Fig. 1: run 1, metal 1
Scale: 12 px per um. Supply wires on this layer in gray.
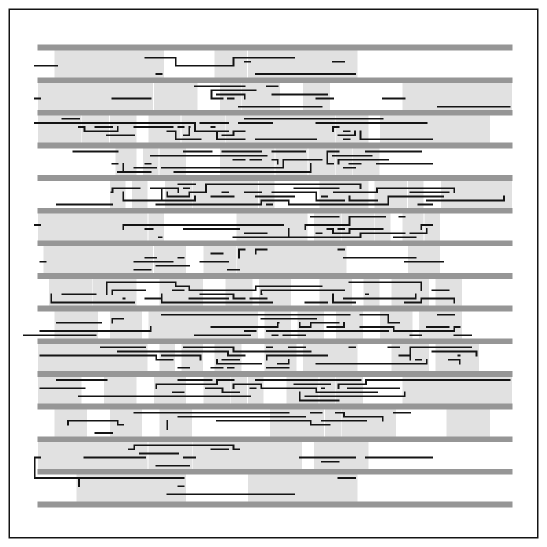
Fig. 2: run 1, cell area per tile
Scale: 8 px per um. 9 x 9 tiles, from dark blue (low) to red (high), 0 to 100% covered.
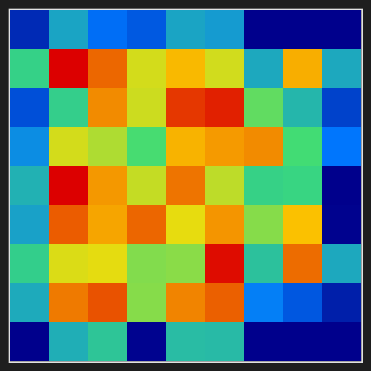
Fig. 3: run 1, cells colored by class
Scale: 8 px per um.
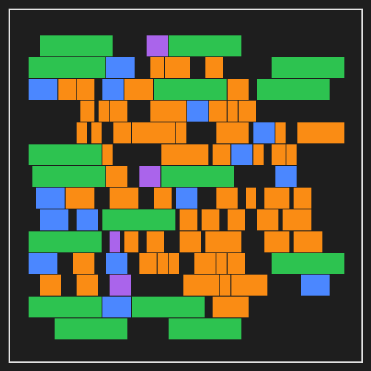
Fig. 4: run 1, nets reached from selected ports
Scale: 6 px per um.
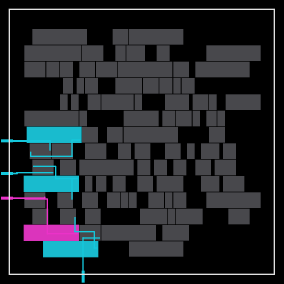
`src/rtl/rst_seq_ctrl.sv`:
```
// Reset sequencing controller: releases NUM_OUT active-low block resets one at a
// time after a programmable hold, and re-runs the sequence on a soft-reset edge.
module rst_seq_ctrl #(
  parameter int NUM_OUT   = 3,
  parameter int INIT_HOLD = 8,
  parameter int GAP       = 4
) (
  input  logic               CLK,
  input  logic               RST,
  input  logic               SOFT_RST_REQ,
  output logic [NUM_OUT-1:0] RST_OUT,
  output logic               SEQ_DONE,
  output logic               SOFT_RST_ACK
);

  localparam int MAX_HG = (INIT_HOLD > GAP) ? INIT_HOLD : GAP;
  localparam int CNT_W  = $clog2(MAX_HG) + 1;
  localparam int IDX_W  = $clog2(NUM_OUT) + 1;

  localparam logic [CNT_W-1:0]   HOLD_LAST = CNT_W'(INIT_HOLD - 1);
  localparam logic [CNT_W-1:0]   GAP_LAST  = CNT_W'(GAP - 1);
  localparam logic [IDX_W-1:0]   IDX_LAST  = IDX_W'(NUM_OUT - 1);
  localparam logic [NUM_OUT-1:0] ONE_HOT0  = NUM_OUT'(1);

  localparam logic [1:0] HOLD    = 2'd0;
  localparam logic [1:0] RELEASE = 2'd1;
  localparam logic [1:0] RUN     = 2'd2;

  logic [1:0]       state;
  logic [CNT_W-1:0] cnt;
  logic [IDX_W-1:0] idx;
  logic             req_d;
  logic             pending;
  logic             rise;

  assign rise = SOFT_RST_REQ & ~req_d;

  // NOTE: all state is updated with non-blocking assignments so every register
  // samples the pre-edge values of its peers, regardless of statement order.
  always_ff @(posedge CLK or negedge RST) begin
    if (!RST) begin
      state        <= HOLD;
      cnt          <= '0;
      idx          <= '0;
      RST_OUT      <= '0;
      SEQ_DONE     <= 1'b0;
      SOFT_RST_ACK <= 1'b0;
      pending      <= 1'b0;
      // A request already high when reset lifts must not look like a new edge.
      req_d        <= 1'b1;
    end else begin
      req_d        <= SOFT_RST_REQ;
      SOFT_RST_ACK <= 1'b0;

      case (state)
        HOLD: begin
          if (rise) pending <= 1'b1;
          if (cnt == HOLD_LAST) begin
            RST_OUT[0] <= 1'b1;
            cnt        <= '0;
            idx        <= IDX_W'(1);
            if (NUM_OUT == 1) begin
              state    <= RUN;
              SEQ_DONE <= 1'b1;
            end else begin
              state <= RELEASE;
            end
          end else begin
            cnt <= cnt + CNT_W'(1);
          end
        end

        RELEASE: begin
          if (rise) pending <= 1'b1;
          if (cnt == GAP_LAST) begin
            RST_OUT <= RST_OUT | (ONE_HOT0 << idx);
            cnt     <= '0;
            idx     <= idx + IDX_W'(1);
            if (idx == IDX_LAST) begin
              state    <= RUN;
              SEQ_DONE <= 1'b1;
            end
          end else begin
            cnt <= cnt + CNT_W'(1);
          end
        end

        RUN: begin
          // Requests that arrived mid-sequence are serviced here, collapsed into one.
          if (rise || pending) begin
            RST_OUT      <= '0;
            SEQ_DONE     <= 1'b0;
            SOFT_RST_ACK <= 1'b1;
            pending      <= 1'b0;
            cnt          <= '0;
            idx          <= '0;
            state        <= HOLD;
          end
        end

        default: begin
          RST_OUT  <= '0;
          SEQ_DONE <= 1'b0;
          pending  <= 1'b0;
          cnt      <= '0;
          idx      <= '0;
          state    <= HOLD;
        end
      endcase
    end
  end

endmodule

```
`config.mk`:
```
export PLATFORM = sky130hd
export DESIGN_NAME = rst_seq_ctrl
export DESIGN_NICKNAME = d
export VERILOG_FILES = /design/src/rtl/rst_seq_ctrl.sv
export SDC_FILE = /design/constraint.sdc
export NUM_CORES = 1
export LEC_CHECK = 0
export CORE_MARGIN = 2
export CORE_UTILIZATION = 54
export CTS_CLUSTER_DIAMETER = 200
export DETAILED_ROUTE_END_ITERATION = 10
export PLACE_DENSITY_LB_ADDON = 0.2
export SYNTH_ARGS = -nofsm -noshare
export SYNTH_HDL_FRONTEND = slang
export SYNTH_SLANG_ARGS = --single-unit
```
`constraint.sdc`:
```
create_clock -name CLK -period 1.6 [get_ports CLK]
set_input_delay 0.24 -clock CLK [delete_from_list [all_inputs] [get_ports CLK]]
set_output_delay 0.24 -clock CLK [all_outputs]
set_load 0.01 [all_outputs]
```
==> ci_impl_report.md, run 1 <==
### Flow metrics

| Metric | Value |
|---|---|
| Max FO, Critical Path | 2 |
| Antenna cell count | 0 |
| Crit path max-delay cell type | clkdlybuf4s50_1 |
| Post-route ant nets | 0 |
| CP arrival | 1.20 ns |
| Worst slew pin tran | 0.442 ns |
| Chip Height | 43.9 um |
| Synthesized flop and latch total | 16 |
| Post-DP HPWL | 1300 um |
| Dpl cells | 107 |
| First-pass GRT wire length | 2920 um |
| CTS resizes | 0 |
| CP Depth | 1 |
| R2r setup slk | 0.18 ns |
| H-tree Lvls | 1 |
| Antenna violations before repair | 0 |
| Avg Inst Size Synth | 10.9 sq um |
| Share of cells above drive strength 1 | 17.9% |
| Status | completed |
| Worst Hold Class | in2async |
| Gate power share | 43.9% |
Back to the opening pictures, Fig. 1:
main direction: horizontal
longest straight run: 15.6 um
nets with wire on the layer: 93
share of all routed wire: 50%
wire length on this layer: 873 um
via count: 682
drt total wl: 1750 um

Back to the opening pictures, Fig. 2:
fullest tile: 100%
tiles over 75% full: 30%
densest ninth of the die: center
fp util: 57.1%
Core Area: 1510 sq um
Final Core Density: 67.4%

Back to the opening pictures, Fig. 3:
legend:
  remaining buffers and delay cells:
    color: blue
    cells: 15
  sequential cells:
    color: green
    cells: 16
  clock drivers and dummy loads:
    color: purple
    cells: 4
  combinational and other logic:
    color: orange
    cells: 60
Final Cell Area: 1020 sq um
flop share of the area: 39.5%
Core Rows: 14

Back to the opening pictures, Fig. 4:
legend:
  SEQ_DONE:
    color: magenta
    bits: 1
    direction: output
    edge: west
    end_cells: 1
    buffers: 1
    wire: 20.0 um
  RST_OUT:
    color: cyan
    bits: 3
    direction: output
    edge: 2 west, 1 south
    end_cells: 3
    buffers: 3
    wire: 56.2 um
Port-buffer cells: 7
Ports: 8

-- run 1: routing by layer --
metal / part of all wire (%) / GRT usage, % / wire (um)
met5: 0 / 0 / 0
met4: 2.2 / 10.9 / 39
met2: 42 / 27.9 / 735
met1: 50 / 34.1 / 873
met3: 5.6 / 3.75 / 98
-- run 1: registers in the layout, indices dropped and copies added, names as in the netlist --
| name | count |
|---|---|
| RST_OUT | 3 |
| SOFT_RST_ACK | 1 |
| req_d | 1 |
| cnt | 4 |
| pending | 1 |
| SEQ_DONE | 1 |
| idx | 3 |
| state | 2 |
-- run 1: Yosys cell counts --
cell type,count,area share (%)
nor3_1,1,0.58
a32o_1,1,1.2
ha_1,5,7.3
a22o_1,1,1.0
nand2b_1,2,1.5
inv_1,6,2.6
inv_2,1,0.44
a221o_1,1,1.2
o22ai_1,1,0.73
o41ai_2,1,1.9
nand4bb_1,1,1.3
nor3b_1,1,0.87
and3_1,1,0.73
buf_2,2,1.2
a21o_1,1,0.87
mux2i_1,1,1.2
nand3_1,2,1.2
dfstp_2,1,3.1
dfrtp_1,15,44
buf_6,1,1.3
nand4_1,3,2.2
nor2b_1,5,3.6
xor2_2,1,1.9
o21a_1,3,2.6
a21oi_1,1,0.58
a31oi_1,4,2.9
nor2_1,4,1.7
a2111oi_2,1,1.7
nand2_1,3,1.3
a31o_1,1,1.0
o31ai_1,1,0.87
a21o_2,1,1.0
o211ai_1,3,2.6
nor4bb_1,2,2.3
-- run 1: cell type report --
| cell class | instances | share of cell area, % |
|---|---|---|
| clock buffer | 4 | 2.59 |
| inverter | 7 | 2.59 |
| multi-input combinational | 53 | 40.5 |
| sequential | 16 | 39.5 |
| tap | 16 | 1.97 |
| timing repair buffer | 15 | 12.8 |
-- run 1: logic make-up after synthesis --
family / Yosys count / share of synthesized area [%]
compound gates: 21 / 20.2
fa+ha+maj: 5 / 7.27
mux: 1 / 1.16
xor+xnor: 1 / 1.89
flops: 16 / 46.7
buf+inv: 10 / 5.52
simple gates: 25 / 17.3
-- run 1: worst min path at each step --
stage | start | endpoint | cells past startpoint
5_1_grt | RST | idx[2] | 1
3_3_place_gp | RST_OUT[1] | RST_OUT[1] | 1
2_1_floorplan | RST | RST_OUT[0] | 0
6_report | RST | idx[2] | 1
4_1_cts | RST | idx[2] | 1
3_5_place_dp | SEQ_DONE | SEQ_DONE | 1
-- run 1: power groups by stage --
stage               Clock [uW]  Combinational [uW]  Sequential [uW]
floorplan                    0                 486              670
global placement             0                 704              687
detailed placement           0                 721              690
CTS                        235                 724              684
global route               250                 801              713
finish                     236                 720              685
-- run 1: stage by stage --
| step | hold slack, ns | setup WS, ns | power [uW] | util (%) | area, sq um |
|---|---|---|---|---|---|
| 2_1_floorplan | -0.0556 | 0.133 | 1160 | - | 861 |
| 3_3_place_gp | 0.473 | 0.159 | 1390 | 65.7 | 990 |
| 3_5_place_dp | 0.484 | 0.133 | 1410 | 65.7 | 990 |
| 4_1_cts | 0.252 | 0.158 | 1640 | 67.4 | 1020 |
| 5_1_grt | 0.256 | 0.102 | 1760 | 67.4 | 1020 |
| 6_report | 0.236 | 0.157 | 1640 | 67.4 | 1020 |
==> run 2, diff against run 1 <==
Settings changed: CAP_MARGIN set to 20.
Fig. 5: run 2, placement view
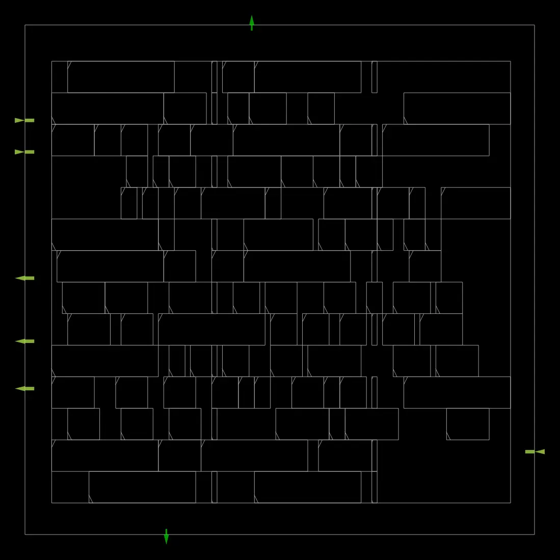
num sequential: 16
fill count: 131
Well Taps: 16
final std cells w/o fill: 111

==> run 2 against run 1 <==
Effect of this change: via count stayed put; combinational power hardly changed; highest routed layer unchanged; first-iteration DRC count stayed put; global-route usage stayed put; sequential power hardly changed; critical path depth stayed put; largest cell class unchanged; total power stayed put; non-clock buffer count stayed put; routed wire length stayed put; synthesized cell count stayed put; count of clock-buffer cells in the layout stayed put.
==> ci_impl_report.md, run 2 <==
### Flow metrics

| Metric | Value |
|---|---|
| Antenna cell count | 0 |
| DR WL met2 | 735 um |
| Largest reg by FF count | cnt |
| Flip-flops with a built-in enable | 0 |
| WL met3 | 98 um |
| Synth area leaders | dfrtp_1, ha_1, nor2b_1, dfstp_2, a31oi_1 |
| Top Metal Used | met4 |
| Post-synth top cells | dfrtp_1, inv_1, ha_1, nor2b_1 |
| Worst Hold Class | in2async |
| Post-route ant nets | 0 |
| H-tree Lvls | 1 |
| Synthesized flop and latch total | 16 |
| Final Worst Setup Slack | 0.157 ns |
| CTS resizes | 0 |
| Antenna violations before repair | 0 |
| Max FO, Critical Path | 2 |
| Ports | 8 |
| Dpl ws | 0.133 ns |
| Cell taking the most area after synthesis | dfrtp_1 |
| WHS | 0.236 ns |
| Worst slew pin tran | 0.442 ns |
| Avg Inst Size Synth | 10.9 sq um |
| Core Rows | 14 |
| CP arrival | 1.20 ns |
| Max reg flops | 4 |
| Share of cells above drive strength 1 | 17.9% |
| Drt total wl | 1750 um |
| Port-buffer cells | 7 |
| Core Area | 1510 sq um |
| Status | completed |
| Crit path max-delay cell type | clkdlybuf4s50_1 |
| Post-Syn Nets | 87 |
| Fp util | 57.1% |
| Area leader share | 43.6% |
| Largest regs | cnt: 4 flops, RST_OUT: 3 flops, idx: 3 flops |
| Synth top cell by count | dfrtp_1 |
| First-pass GRT wire length | 2920 um |
Fig. 6: run 2, cells colored by class
Scale: 8 px per um.
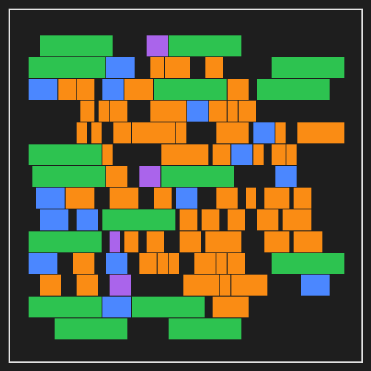
legend:
  sequential cells:
    color: green
    cells: 16
  combinational and other logic:
    color: orange
    cells: 60
  remaining buffers and delay cells:
    color: blue
    cells: 15
  clock drivers and dummy loads:
    color: purple
    cells: 4

==> run 2: cell counts in the layout (fill, tap and decap cells not counted) <==
Identical to the previous run, type by type.
==> run 2: final timing paths <==
| kind | from | endpoint | slack, ns | depth (start not counted) |
|---|---|---|---|---|
| max in group asynchronous | RST | state[1] | 0.87 | 2 |
| setup reg to reg | cnt[0] | RST_OUT[0] | 0.18 | 4 |
| hold reg to reg | RST_OUT[1] | RST_OUT[1] | 0.50 | 1 |
| setup / recovery | RST_OUT[2] | RST_OUT[2] | 0.16 | 1 |
| hold / removal | RST | idx[2] | 0.24 | 1 |
| min in group CLK | SOFT_RST_REQ | req_d | 0.39 | 1 |
==> run 2: report_power, final <==
part,leakage (uW),internal (uW),total [uW],switching [uW]
Combinational,0.000266,387,720,333
Clock,0.0000150,97.3,236,138
Sequential,0.000188,540,685,146
Total,0.000469,1020,1640,617
==> run 2: kinds of logic after synthesis <==
| group | Yosys count | share of synthesized area, % |
|---|---|---|
| AND-OR/OR-AND | 21 | 20.2 |
| XOR/XNOR | 1 | 1.89 |
| adder cells (fa/ha/maj) | 5 | 7.27 |
| buffers and inverters | 10 | 5.52 |
| flip-flops | 16 | 46.7 |
| multiplexers | 1 | 1.16 |
| AND/OR/NAND/NOR | 25 | 17.3 |
==> run 2: layout make-up <==
| cell class | instances | share of cell area, % |
|---|---|---|
| Clock buffer | 4 | 2.59 |
| Timing Repair Buffer | 15 | 12.8 |
| Multi-Input combinational cell | 53 | 40.5 |
| Tap cell | 16 | 1.97 |
| Sequential cell | 16 | 39.5 |
| Inverter | 7 | 2.59 |
==> run 2: layer usage <==
metal  vias to the layer above  GRT usage, %
met3                         5          3.75
met2                        24          27.9
met5                         -             0
met4                         0          10.9
met1                       328          34.1
li1                        325             -
==> run 2: worst register-to-register path, delay by kind of cell (launching register included) <==
family                   cells  cell delay [ns]
AND/OR/NAND/NOR              1             0.18
adder cells (fa/ha/maj)      1             0.22
flip-flops                   1             0.43
AND-OR/OR-AND                2             0.48
==> run 2: metrics by stage <==
step | utilization (%) | total power (uW) | std cells | area (sq um)
2_1_floorplan | - | 1160 | 79 | 861
3_3_place_gp | 65.7 | 1390 | 107 | 990
3_5_place_dp | 65.7 | 1410 | 107 | 990
4_1_cts | 67.4 | 1640 | 111 | 1020
5_1_grt | 67.4 | 1760 | 111 | 1020
6_report | 67.4 | 1640 | 111 | 1020
Fig. 7: run 2, metal 1
Scale: 12 px per um. Supply wires on this layer in gray.
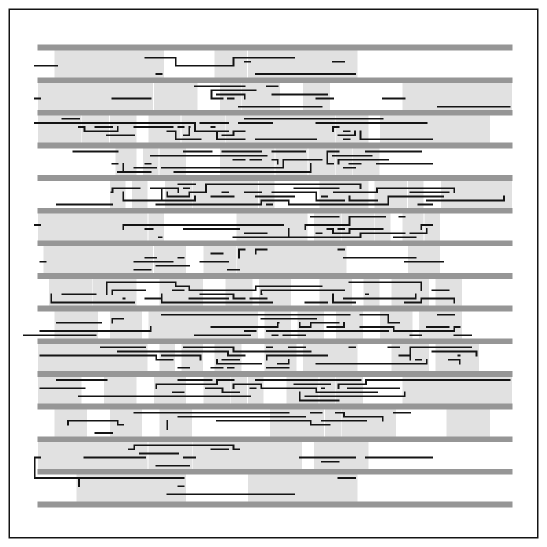

==> run 3, diff against run 2 <==
Settings changed: CELL_PAD_IN_SITES_DETAIL_PLACEMENT set to 0, CELL_PAD_IN_SITES_GLOBAL_PLACEMENT set to 1, CORE_UTILIZATION 54 to 43.
Fig. 8: run 3, metal 1
Scale: 10 px per um. Supply wires on this layer in gray.
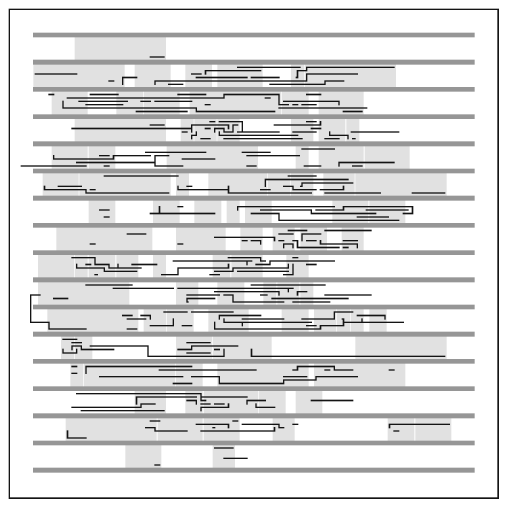
wire length on this layer: 874 um
main direction: horizontal
drt total wl: 1680 um
via count: 632
met1 Track Usage GR: 24.4%

Fig. 9: run 3, placement view
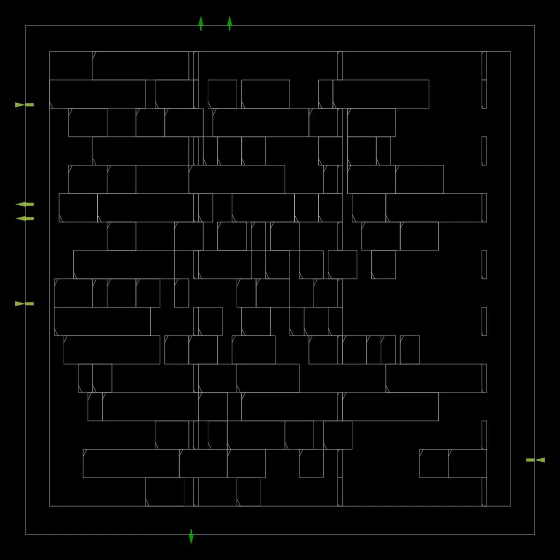
final std cells w/o fill: 120
Final Core Density: 53.3%
fill count: 183
Well Taps: 27

==> run 3 against run 2 <==
Effect of this change: synthesized cell count is the same; count of clock-buffer cells in the layout is the same; design area grew 0.86%; sequential share of layout area shrank 0.34 points; global-route usage shrank 4.9 points; setup slack lost 0.016 ns; routed wire length shrank 3.6%.
==> ci_impl_report.md, run 3 <==
### Flow metrics

| Metric | Value |
|---|---|
| H-tree Lvls | 1 |
| Worst Reg-to-Reg Cells | 5 |
| Status | completed |
| Post-synth top cells | dfrtp_1, inv_1, ha_1, nor2b_1 |
| CP Depth | 5 |
| Area leader share | 43.6% |
| Max reg flops | 4 |
| CP arrival | 1.64 ns |
| Busiest grt layer | met2 |
| Cell taking the most area after synthesis | dfrtp_1 |
| Ys flop type | dfrtp_1 |
| CTS resizes | 0 |
| Post-synth ARST share | 100% |
| Post-Syn Nets | 87 |
| Antenna cell count | 0 |
| Worst slew pin tran | 0.483 ns |
| Core Area | 1920 sq um |
| Largest reg by FF count | cnt |
| Post-DP HPWL | 1270 um |
| Flip-flops with a built-in enable | 0 |
| Chip Height | 48.7 um |
| Synth area leaders | dfrtp_1, ha_1, nor2b_1, dfstp_2, a31oi_1 |
| Max FO, Critical Path | 7 |
| Post-route ant nets | 0 |
==> run 3: cell counts after synthesis <==
Identical to the previous run, type by type.
==> run 3: metal layers <==
metal / up-vias / wire length [um]
li1: 315 / -
met2: 5 / 772
met5: - / 0
met4: 0 / 0
met3: 0 / 37
met1: 312 / 873
==> run 3: per-stage QoR <==
stage / area, sq um / util, % / power, uW / hold WS (ns) / instances
4_1_cts: 1020 / 53.3 / 1670 / 0.272 / 120
6_report: 1020 / 53.3 / 1660 / 0.265 / 120
2_1_floorplan: 861 / - / 1160 / -0.0556 / 79
5_1_grt: 1020 / 53.3 / 1800 / 0.293 / 120
3_5_place_dp: 988 / 51.4 / 1400 / 0.482 / 116
3_3_place_gp: 988 / 51.4 / 1400 / 0.476 / 116
==> run 3: power by group <==
| part | leakage, uW | total, uW | internal (uW) | switching [uW] |
|---|---|---|---|---|
| sequential | 0.000188 | 688 | 539 | 149 |
| clock | 0.0000210 | 269 | 138 | 131 |
| combinational | 0.000257 | 698 | 377 | 321 |
==> run 3: layout make-up <==
type / count / area (sq um)
inverters: 7 / 26.3
flip-flops and latches: 16 / 402
well taps: 27 / 33.8
repair buffers: 13 / 115
clock buffers: 4 / 36.3
fillers: 183 / 897
multi-input cells: 53 / 412
==> run 3: cell families after synthesis <==
logic type / count (synthesis) / synth area share [%]
AOI/OAI and AO/OA: 21 / 20.2
and+or+nand+nor: 25 / 17.3
muxes: 1 / 1.16
xor gates and xnor gates: 1 / 1.89
DFF: 16 / 46.7
adders and majority gates: 5 / 7.27
buffers and inverters: 10 / 5.52
==> run 3: worst min path at each step <==
stage / startpoint / to / slack (ns) / depth (start not counted)
detailed placement: RST_OUT[0] / RST_OUT[0] / 0.48 / 1
finish: RST / idx[2] / 0.26 / 2
CTS: RST / idx[2] / 0.27 / 2
floorplan: RST / RST_OUT[0] / -0.06 / 0
global placement: RST_OUT[1] / RST_OUT[1] / 0.48 / 1
global route: RST / idx[2] / 0.29 / 2
Power figures rest on the tool's default switching activity, not on a simulated workload.
